Run 1, selected gate families:
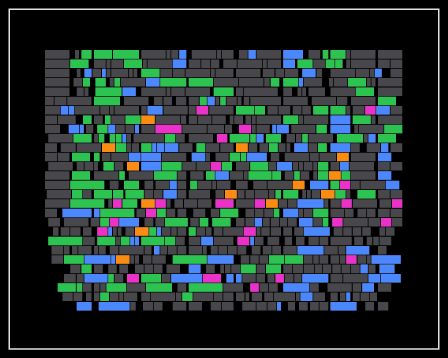
Run 1, clock wiring as the flow saved it:
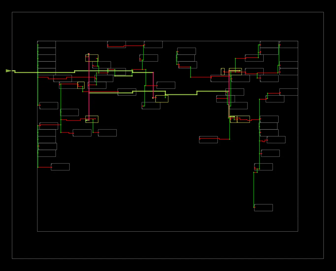
Run 1, power grid:
Pins as bars on the die edge.
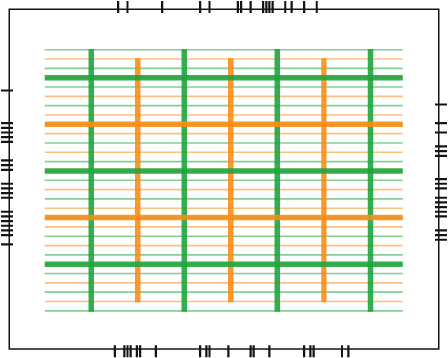
**src/rtl/instr_compress_packer_pkg.sv**
```systemverilog
// Shared decode constants for the RV32 -> RVC compressor and parcel packer.
package instr_compress_packer_pkg;

  localparam int unsigned XLEN = 32;
  localparam int unsigned PW   = 16;

  // RV32 base opcodes
  localparam logic [6:0] OP_IMM = 7'b0010011;
  localparam logic [6:0] OP     = 7'b0110011;
  localparam logic [6:0] LOAD   = 7'b0000011;
  localparam logic [6:0] STORE  = 7'b0100011;

  localparam logic [2:0] F3_ADD_SUB = 3'b000;
  localparam logic [2:0] F3_SLL     = 3'b001;
  localparam logic [2:0] F3_WORD    = 3'b010;
  localparam logic [2:0] F3_XOR     = 3'b100;
  localparam logic [2:0] F3_OR      = 3'b110;
  localparam logic [2:0] F3_AND     = 3'b111;

  localparam logic [6:0] F7_BASE = 7'b0000000;
  localparam logic [6:0] F7_SUB  = 7'b0100000;

  // RVC quadrants and major functs
  localparam logic [1:0] CQ0 = 2'b00;
  localparam logic [1:0] CQ1 = 2'b01;
  localparam logic [1:0] CQ2 = 2'b10;

  localparam logic [2:0] CF3_ADDI = 3'b000;
  localparam logic [2:0] CF3_LI   = 3'b010;
  localparam logic [2:0] CF3_SLLI = 3'b000;
  localparam logic [2:0] CF3_LW   = 3'b010;
  localparam logic [2:0] CF3_SW   = 3'b110;
  localparam logic [2:0] CF3_LWSP = 3'b010;
  localparam logic [2:0] CF3_SWSP = 3'b110;
  localparam logic [3:0] CF4_MV   = 4'b1000;
  localparam logic [3:0] CF4_ADD  = 4'b1001;
  localparam logic [5:0] CF6_ARITH = 6'b100011;

  localparam logic [PW-1:0] C_NOP = 16'h0001;

  typedef enum logic [1:0] {
    ST_RUN   = 2'd0,
    ST_FLUSH = 2'd1,
    ST_DRAIN = 2'd2
  } state_e;

  typedef struct packed {
    logic [6:0] funct7;
    logic [4:0] rs2;
    logic [4:0] rs1;
    logic [2:0] funct3;
    logic [4:0] rd;
    logic [6:0] opcode;
  } rv32_r_t;

  // Register reachable by the 3-bit RVC register fields (x8..x15)
  function automatic logic is_creg(input logic [4:0] r);
    return r[4:3] == 2'b01;
  endfunction

endpackage

```
**src/rtl/instr_compress_packer_compressor.sv**
```systemverilog
// Combinational RV32 -> RVC rewriter; only non-control-flow forms are matched.
module instr_compressor
  import instr_compress_packer_pkg::*;
(
  input  logic [XLEN-1:0] i_instr,
  output logic            o_is_comp,
  output logic [PW-1:0]   o_cinstr
);

  rv32_r_t     f;
  logic [11:0] imm_i;
  logic [11:0] imm_s;
  logic        imm6_ok;
  logic        cregs_ok;
  logic [1:0]  arith_f2;
  logic        arith_ok;

  assign f        = rv32_r_t'(i_instr);
  assign imm_i    = i_instr[31:20];
  assign imm_s    = {i_instr[31:25], i_instr[11:7]};
  assign imm6_ok  = (imm_i[11:5] == 7'h00) || (imm_i[11:5] == 7'h7f);
  assign cregs_ok = is_creg(f.rd) && is_creg(f.rs1) && is_creg(f.rs2);

  // Map base funct3/funct7 to the C.SUB/XOR/OR/AND funct2 field
  always_comb begin
    arith_f2 = 2'b00;
    arith_ok = 1'b0;
    if (f.funct3 == F3_ADD_SUB && f.funct7 == F7_SUB) begin
      arith_f2 = 2'b00;
      arith_ok = 1'b1;
    end else if (f.funct7 == F7_BASE) begin
      case (f.funct3)
        F3_XOR:  begin arith_f2 = 2'b01; arith_ok = 1'b1; end
        F3_OR:   begin arith_f2 = 2'b10; arith_ok = 1'b1; end
        F3_AND:  begin arith_f2 = 2'b11; arith_ok = 1'b1; end
        default: begin arith_f2 = 2'b00; arith_ok = 1'b0; end
      endcase
    end
  end

  always_comb begin
    o_is_comp = 1'b0;
    o_cinstr  = 16'h0000;
    if (i_instr[1:0] == 2'b11) begin
      case (f.opcode)
        OP_IMM: begin
          if (f.funct3 == F3_ADD_SUB) begin
            if (f.rd == 5'd0 && f.rs1 == 5'd0 && imm_i == 12'd0) begin
              o_is_comp = 1'b1;
              o_cinstr  = C_NOP;
            end else if (f.rd != 5'd0 && f.rs1 == f.rd && imm_i != 12'd0 && imm6_ok) begin
              o_is_comp = 1'b1;
              o_cinstr  = {CF3_ADDI, imm_i[5], f.rd, imm_i[4:0], CQ1};
            end else if (f.rd != 5'd0 && f.rs1 == 5'd0 && imm6_ok) begin
              o_is_comp = 1'b1;
              o_cinstr  = {CF3_LI, imm_i[5], f.rd, imm_i[4:0], CQ1};
            end
          end else if (f.funct3 == F3_SLL && f.funct7 == F7_BASE && f.rd != 5'd0
                       && f.rs1 == f.rd && f.rs2 != 5'd0) begin
            o_is_comp = 1'b1;
            o_cinstr  = {CF3_SLLI, 1'b0, f.rd, f.rs2, CQ2};
          end
        end
        OP: begin
          if (f.funct3 == F3_ADD_SUB && f.funct7 == F7_BASE && f.rd != 5'd0
              && f.rs2 != 5'd0 && f.rs1 == 5'd0) begin
            o_is_comp = 1'b1;
            o_cinstr  = {CF4_MV, f.rd, f.rs2, CQ2};
          end else if (f.funct3 == F3_ADD_SUB && f.funct7 == F7_BASE && f.rd != 5'd0
                       && f.rs2 != 5'd0 && f.rs1 == f.rd) begin
            o_is_comp = 1'b1;
            o_cinstr  = {CF4_ADD, f.rd, f.rs2, CQ2};
          end else if (arith_ok && cregs_ok && f.rs1 == f.rd) begin
            o_is_comp = 1'b1;
            o_cinstr  = {CF6_ARITH, f.rd[2:0], arith_f2, f.rs2[2:0], CQ1};
          end
        end
        LOAD: begin
          if (f.funct3 == F3_WORD) begin
            if (is_creg(f.rd) && is_creg(f.rs1) && imm_i[11:7] == 5'd0 && imm_i[1:0] == 2'd0) begin
              o_is_comp = 1'b1;
              o_cinstr  = {CF3_LW, imm_i[5:3], f.rs1[2:0], imm_i[2], imm_i[6], f.rd[2:0], CQ0};
            end else if (f.rs1 == 5'd2 && f.rd != 5'd0 && imm_i[11:8] == 4'd0
                         && imm_i[1:0] == 2'd0) begin
              o_is_comp = 1'b1;
              o_cinstr  = {CF3_LWSP, imm_i[5], f.rd, imm_i[4:2], imm_i[7:6], CQ2};
            end
          end
        end
        STORE: begin
          if (f.funct3 == F3_WORD) begin
            if (is_creg(f.rs2) && is_creg(f.rs1) && imm_s[11:7] == 5'd0 && imm_s[1:0] == 2'd0) begin
              o_is_comp = 1'b1;
              o_cinstr  = {CF3_SW, imm_s[5:3], f.rs1[2:0], imm_s[2], imm_s[6], f.rs2[2:0], CQ0};
            end else if (f.rs1 == 5'd2 && imm_s[11:8] == 4'd0 && imm_s[1:0] == 2'd0) begin
              o_is_comp = 1'b1;
              o_cinstr  = {CF3_SWSP, imm_s[5:2], imm_s[7:6], f.rs2, CQ2};
            end
          end
        end
        default: begin
          o_is_comp = 1'b0;
          o_cinstr  = 16'h0000;
        end
      endcase
    end
  end

endmodule

```
**src/rtl/instr_compress_packer.sv**
```systemverilog
// Streaming RV32 compressor + little-endian 16/32-bit parcel packer.
// Optional counters enabled by INSTR_PACK_STATS_EN.
module instr_compress_packer
  import instr_compress_packer_pkg::*;
#(
  parameter logic [15:0] PAD_PARCEL = C_NOP
) (
  input  logic            i_clk,
  input  logic            i_rst,
  input  logic            i_in_valid,
  output logic            o_in_ready,
  input  logic [XLEN-1:0] i_instr,
  input  logic            i_flush,
  output logic            o_flush_done,
  output logic            o_out_valid,
  input  logic            i_out_ready,
  output logic [XLEN-1:0] o_word
`ifdef INSTR_PACK_STATS_EN
  ,
  output logic [31:0]     o_cnt_in,
  output logic [31:0]     o_cnt_comp,
  output logic [31:0]     o_cnt_out
`endif
);

  state_e          state_q, state_d;
  logic [PW-1:0]   hold_q, hold_d;
  logic            hold_vld_q, hold_vld_d;
  logic            out_vld_q, out_vld_d;
  logic [XLEN-1:0] word_q, word_d;
  logic            done_q, done_d;

  logic            is_comp;
  logic [PW-1:0]   cinstr;
  logic            in_is16;
  logic            p_is16;
  logic [PW-1:0]   parcel16;
  logic            slot_free;
  logic            in_ready;
  logic            accept;

  instr_compressor u_comp (
    .i_instr   (i_instr),
    .o_is_comp (is_comp),
    .o_cinstr  (cinstr)
  );

  assign in_is16   = (i_instr[1:0] != 2'b11);
  assign p_is16    = in_is16 | is_comp;
  assign parcel16  = in_is16 ? i_instr[15:0] : cinstr;
  assign slot_free = !out_vld_q || i_out_ready;
  // Held low through reset so nothing is taken while state is being cleared
  assign in_ready  = !i_rst && (state_q == ST_RUN) && slot_free && !i_flush;
  assign accept    = i_in_valid && in_ready;

  always_comb begin
    state_d    = state_q;
    hold_d     = hold_q;
    hold_vld_d = hold_vld_q;
    out_vld_d  = out_vld_q && !i_out_ready;
    word_d     = word_q;
    done_d     = 1'b0;
    case (state_q)
      ST_RUN: begin
        if (i_flush) begin
          state_d = ST_FLUSH;
        end else if (accept) begin
          if (p_is16) begin
            if (hold_vld_q) begin
              word_d     = {parcel16, hold_q};
              out_vld_d  = 1'b1;
              hold_vld_d = 1'b0;
            end else begin
              hold_d     = parcel16;
              hold_vld_d = 1'b1;
            end
          end else if (hold_vld_q) begin
            // Straddling word: low half completes this word, high half is carried
            word_d    = {i_instr[15:0], hold_q};
            out_vld_d = 1'b1;
            hold_d    = i_instr[31:16];
          end else begin
            word_d    = i_instr;
            out_vld_d = 1'b1;
          end
        end
      end
      ST_FLUSH: begin
        if (!hold_vld_q) begin
          state_d = ST_DRAIN;
        end else if (slot_free) begin
          word_d     = {PAD_PARCEL, hold_q};
          out_vld_d  = 1'b1;
          hold_vld_d = 1'b0;
          state_d    = ST_DRAIN;
        end
      end
      ST_DRAIN: begin
        if (slot_free) begin
          done_d  = 1'b1;
          state_d = ST_RUN;
        end
      end
      default: begin
        state_d = ST_RUN;
      end
    endcase
  end

  always_ff @(posedge i_clk) begin
    if (i_rst) begin
      state_q    <= ST_RUN;
      hold_q     <= '0;
      hold_vld_q <= 1'b0;
      out_vld_q  <= 1'b0;
      word_q     <= '0;
      done_q     <= 1'b0;
    end else begin
      state_q    <= state_d;
      hold_q     <= hold_d;
      hold_vld_q <= hold_vld_d;
      out_vld_q  <= out_vld_d;
      word_q     <= word_d;
      done_q     <= done_d;
    end
  end

  assign o_in_ready   = in_ready;
  assign o_out_valid  = out_vld_q;
  assign o_word       = word_q;
  assign o_flush_done = done_q;

`ifdef INSTR_PACK_STATS_EN
  logic [31:0] cnt_in_q, cnt_comp_q, cnt_out_q;

  always_ff @(posedge i_clk) begin
    if (i_rst) begin
      cnt_in_q   <= '0;
      cnt_comp_q <= '0;
      cnt_out_q  <= '0;
    end else begin
      if (accept) begin
        cnt_in_q <= cnt_in_q + 32'd1;
      end
      if (accept && is_comp) begin
        cnt_comp_q <= cnt_comp_q + 32'd1;
      end
      if (out_vld_q && i_out_ready) begin
        cnt_out_q <= cnt_out_q + 32'd1;
      end
    end
  end

  assign o_cnt_in   = cnt_in_q;
  assign o_cnt_comp = cnt_comp_q;
  assign o_cnt_out  = cnt_out_q;
`endif

endmodule
```
**config.mk**
```make
export PLATFORM = sky130hd
export DESIGN_NAME = instr_compress_packer
export DESIGN_NICKNAME = d
export VERILOG_FILES = /design/src/rtl/instr_compress_packer_pkg.sv /design/src/rtl/instr_compress_packer_compressor.sv /design/src/rtl/instr_compress_packer.sv
export SDC_FILE = /design/constraint.sdc
export NUM_CORES = 1
export LEC_CHECK = 0
export CAP_MARGIN = 20
export CORE_ASPECT_RATIO = 0.75
export CORE_MARGIN = 10
export CORE_UTILIZATION = 45
export CTS_CLUSTER_SIZE = 14
export DETAILED_ROUTE_END_ITERATION = 8
export PLACE_DENSITY = 0.76
export SETUP_SLACK_MARGIN = 0.4
export SLEW_MARGIN = 20
export SYNTH_ARGS = -nofsm -noshare
export SYNTH_HDL_FRONTEND = slang
export SYNTH_SLANG_ARGS = --single-unit
```
**constraint.sdc**
```tcl
create_clock -name i_clk -period 2.5 [get_ports i_clk]
set_input_delay 0.5 -clock i_clk [delete_from_list [all_inputs] [get_ports i_clk]]
set_output_delay 0.5 -clock i_clk [all_outputs]
set_load 0.005 [all_outputs]
```
==> results_dict.tcl, run 1 <==
# implementation run metrics
set metrics [dict create \
    drv_cap 0 \
    drc_errors 0 \
    maxSlewHeadroom_pct 41.0 \
    cp.depth 7 \
    status "complete, but fails checks" \
    cts_root_buffer "clkbuf_8" \
    clock.fmax_ghz 0.349 \
    ys_cells 475 \
    port_buffers 71 \
    ys_ff 53 \
    cts_tree "built" \
    setup_viol 39 \
    xor_share_pct 1.42 \
    crit_start "state_q[0]" \
    met1_usage_pct 36.8 \
    ys_seq_share_pct 28.6 \
    p_leak_nw 2.80 \
    route.met2.wl_um 10500 \
    r2r-end "o_word[7]" \
    violations "setup timing" \
    fin_crit_sh_pct 115 \
    r2r_cells 7 \
    n_antenna_cell 1 \
    sh_comb_area_pct 49.7 \
    initCoreUtil_pct 46.6 \
    nNetsFinal 734 \
    power_leader "registers" \
    logic_area_um2 3610 \
    start_kind "flop" \
    pg_comb_mw 0.876 \
    internal_power_mw 1.46 \
    grtUsageMet3_pct 8.46 \
    buffers 256 \
    synth-edff-count 0 \
    syn_area_um2 3710 \
    layout_setup_ws_ns -0.367 \
    p_seq_mw 0.904 \
]
## Picture notes: 'selected gate families'
[orange] mux cells | cells: 13
[blue] nor cells | cells: 87
[magenta] non-inverting ao/oa cells | cells: 25
[green] aoi and oai cells | cells: 119

## Picture notes: 'clock wiring as the flow saved it'
registers: 53
Clk. pwr: 0.513 mW
clock sinks: 53
Inserted Clock Buffers: 5

## Picture notes: 'power grid'
[orange] VDD
[green] VSS
signal pins: 72
met1 rails: 29
met4 straps: 7
rows: 28
chip height: 98.6 um
Die W: 125 um
Core Area: 7950 um^2
Peak VDD IR: 0.485 mV

-- run 1: registers in the layout (all words and copies together) (netlist names) --
signal,cells
o_out_valid,1
hold_vld_q,1
state_q,2
o_flush_done,1
o_word,32
hold_q,16
-- run 1: through the flow --
stage | setup TNS [ns] | hold slack (ns) | setup slack [ns] | total power, mW
2_1_floorplan | -1.07 | 0.448 | -0.0938 | 1.17
4_1_cts | -0.743 | 0.480 | -0.0695 | 2.06
5_1_grt | -5.72 | 0.496 | -0.434 | 2.32
3_5_place_dp | -39.18 | 0.452 | -0.868 | 1.49
3_3_place_gp | -40.58 | 0.455 | -0.944 | 1.48
6_report | -3.44 | 0.486 | -0.367 | 2.29
-- run 1: cells in the mapped netlist, drive strengths merged, types with 3 or more instances --
cell type | number | share of area, %
dfxtp | 53 | 29
nand2b | 8 | 1.3
a22oi | 5 | 1.0
a31oi | 5 | 0.84
or2 | 3 | 0.51
o31ai | 8 | 2.0
nand2 | 62 | 6.3
a211o | 3 | 0.71
o2bb2ai | 9 | 2.1
xnor2 | 5 | 1.2
buf | 24 | 3.9
and3 | 7 | 1.2
clkbuf | 18 | 1.8
o211ai | 4 | 0.81
nor2b | 4 | 0.67
mux2i | 7 | 1.9
and4 | 3 | 0.71
o21a | 3 | 0.61
nor3b | 6 | 1.2
a21boi | 7 | 1.7
inv | 5 | 0.51
a21oi | 24 | 3.5
mux2 | 6 | 1.8
and2 | 9 | 1.7
a21o | 3 | 0.61
o21ai | 14 | 1.9
nor3 | 21 | 3.0
nor4b | 3 | 0.71
nor4 | 12 | 2.2
o22ai | 4 | 0.67
a311oi | 15 | 3.7
nor2 | 38 | 4.0
nand4 | 8 | 1.3
nand3 | 14 | 2.0
a22o | 10 | 2.4
a211oi | 14 | 3.2
a221oi | 3 | 0.71
Run 1, zoomed window:
Region (6, 49) to (56, 99) um. Cells in grey, sequential cells in the stronger grey; small squares are vias.
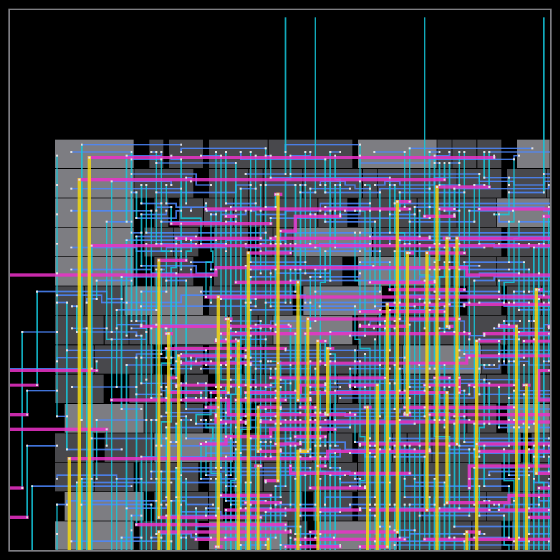

## Run 2: what changed since run 1
--- a/config.mk
+++ b/config.mk
@@ -11,7 +11,8 @@
 export CORE_UTILIZATION = 45
 export CTS_CLUSTER_SIZE = 14
 export DETAILED_ROUTE_END_ITERATION = 8
-export PLACE_DENSITY = 0.76
+export DONT_BUFFER_PORTS = 1
+export PLACE_DENSITY = 0.64
 export SETUP_SLACK_MARGIN = 0.4
 export SLEW_MARGIN = 20
 export SYNTH_ARGS = -nofsm -noshare
Run 2, zoomed window:
Region (6, 49) to (56, 99) um. Cells in grey, sequential cells in the stronger grey; small squares are vias.
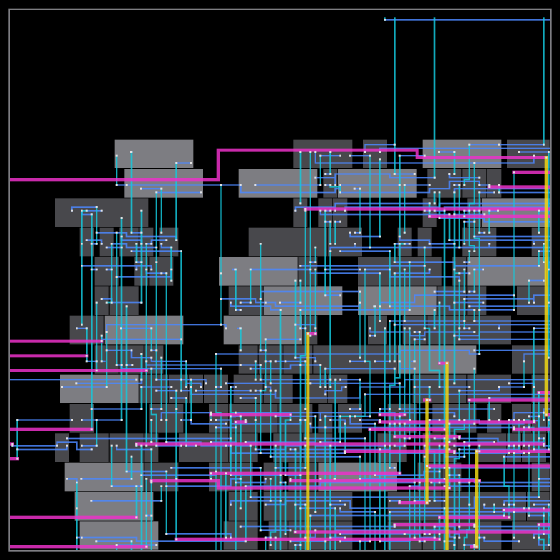
[cyan] M2
[blue] M1
[magenta] M3
[yellow] M4
netlist names of flops here include: o_word (7), hold_q (6), state_q (2)
sequential cells in the window: 18
cells with their middle in the window: 122
most frequent: dfxtp_1 (18), nand2_1 (17), buf_4 (12)

==> run 2 against run 1 <==
Net effect:
- flip-flop count stayed put
- global-route usage is 4.0 points lower
- hold slack worse by 0.25 ns
- clock skew is 0.0031 ns higher
- synthesized cell count stayed put
- fmax is 21% higher
- the flow now finishes without violations
==> results_dict.tcl, run 2 <==
# implementation run metrics
set metrics [dict create \
    p_leak_nw 1.89 \
    power_mw 1.94 \
    yosysTopAreaCell "dfxtp_1" \
    clock.fmax_ghz 0.421 \
    cts_root_buffer "clkbuf_8" \
    synthTopCellsByCount "nand2_1, dfxtp_1, nor2_1" \
    nNetsFinal 579 \
    buffers 101 \
    whs_ns 0.233 \
    drc_errors 0 \
    syn_area_um2 3710 \
    start_kind "primary input" \
    n_antenna_cell 0 \
    drv_cap 0 \
    crit_start "i_instr[19]" \
    most_common_cell "nand2_1" \
    ir_drop_mv 0.251 \
    ys_cells 475 \
    status "complete, no violations" \
    setup_viol 0 \
    die_w_um 125 \
    cts.sinks 53 \
    largest_register_ffs 32 \
]
Run 2, power grid:
Pins as bars on the die edge.
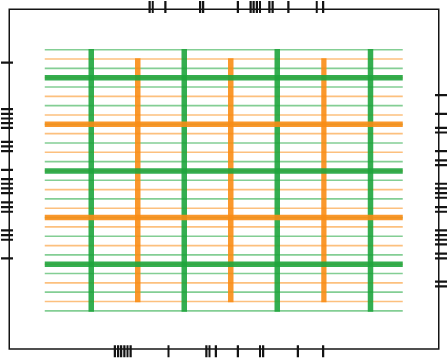
[orange] VDD
[green] VSS
rows: 28
signal pins: 72

## run 2: cell types whose count changed in the layout (fill, tap and decap cells not counted), moves of 9 or more
cell,change
nor2_4,-9
o2bb2ai_1,+9
clkdlybuf4s50_1,-35
a21oi_1,+12
a21oi_2,-11
clkbuf_2,-13
buf_6,-27
nor3_1,+10
buf_4,-58
a311oi_2,-10
a311oi_1,+10
## run 2: timing repair
item                                    in CTS  in global routing
pin swaps                                   18                 26
endpoints found under the setup margin      49                 50
cloned                                       5                  3
buffers inserted                             8                  7
gates resized                               53                 42
endpoints found under the hold margin        0                  0
## run 2: power breakdown
group / total, mW / internal (mW) / switching (mW)
clock network: 0.602 / 0.301 / 0.301
logic: 0.434 / 0.217 / 0.217
registers: 0.900 / 0.871 / 0.0285
## run 2: logic make-up after synthesis
logic type,count (synthesis),synth area share (%)
and+or+nand+nor,212,30.0
AOI/OAI and AO/OA,144,30.0
DFF,53,28.6
buffers and inverters,47,6.21
muxes,13,3.71
xor gates and xnor gates,6,1.42
## run 2: per-layer routing
layer / routed length (um) / track usage (%)
met1: 6970 / 32.6
met3: 2410 / 8.73
met4: 456 / 7.95
met5: 0 / 0
met2: 6940 / 36.6
## run 2: path summary, 6_finish.rpt
check | end | slack (ns) | depth (start not counted)
hold reg to reg | o_word[5] | 0.49 | 2
hold / removal | hold_vld_q | 0.23 | 1
setup reg to reg | hold_q[8] | 0.27 | 9
setup / recovery | hold_q[7] | 0.12 | 10
## run 2: metrics by stage
stage                     util, %  setup WS, ns  cells
after floorplan                 -       -0.0938    475
after global placement       55.5        -0.249    617
after detailed placement     55.5        -0.183    617
after CTS                    61.9         0.172    638
after global routing         65.9        0.0652    648
final                        65.9         0.124    648
No activity file was given, so power comes from the tool's default toggle rates.
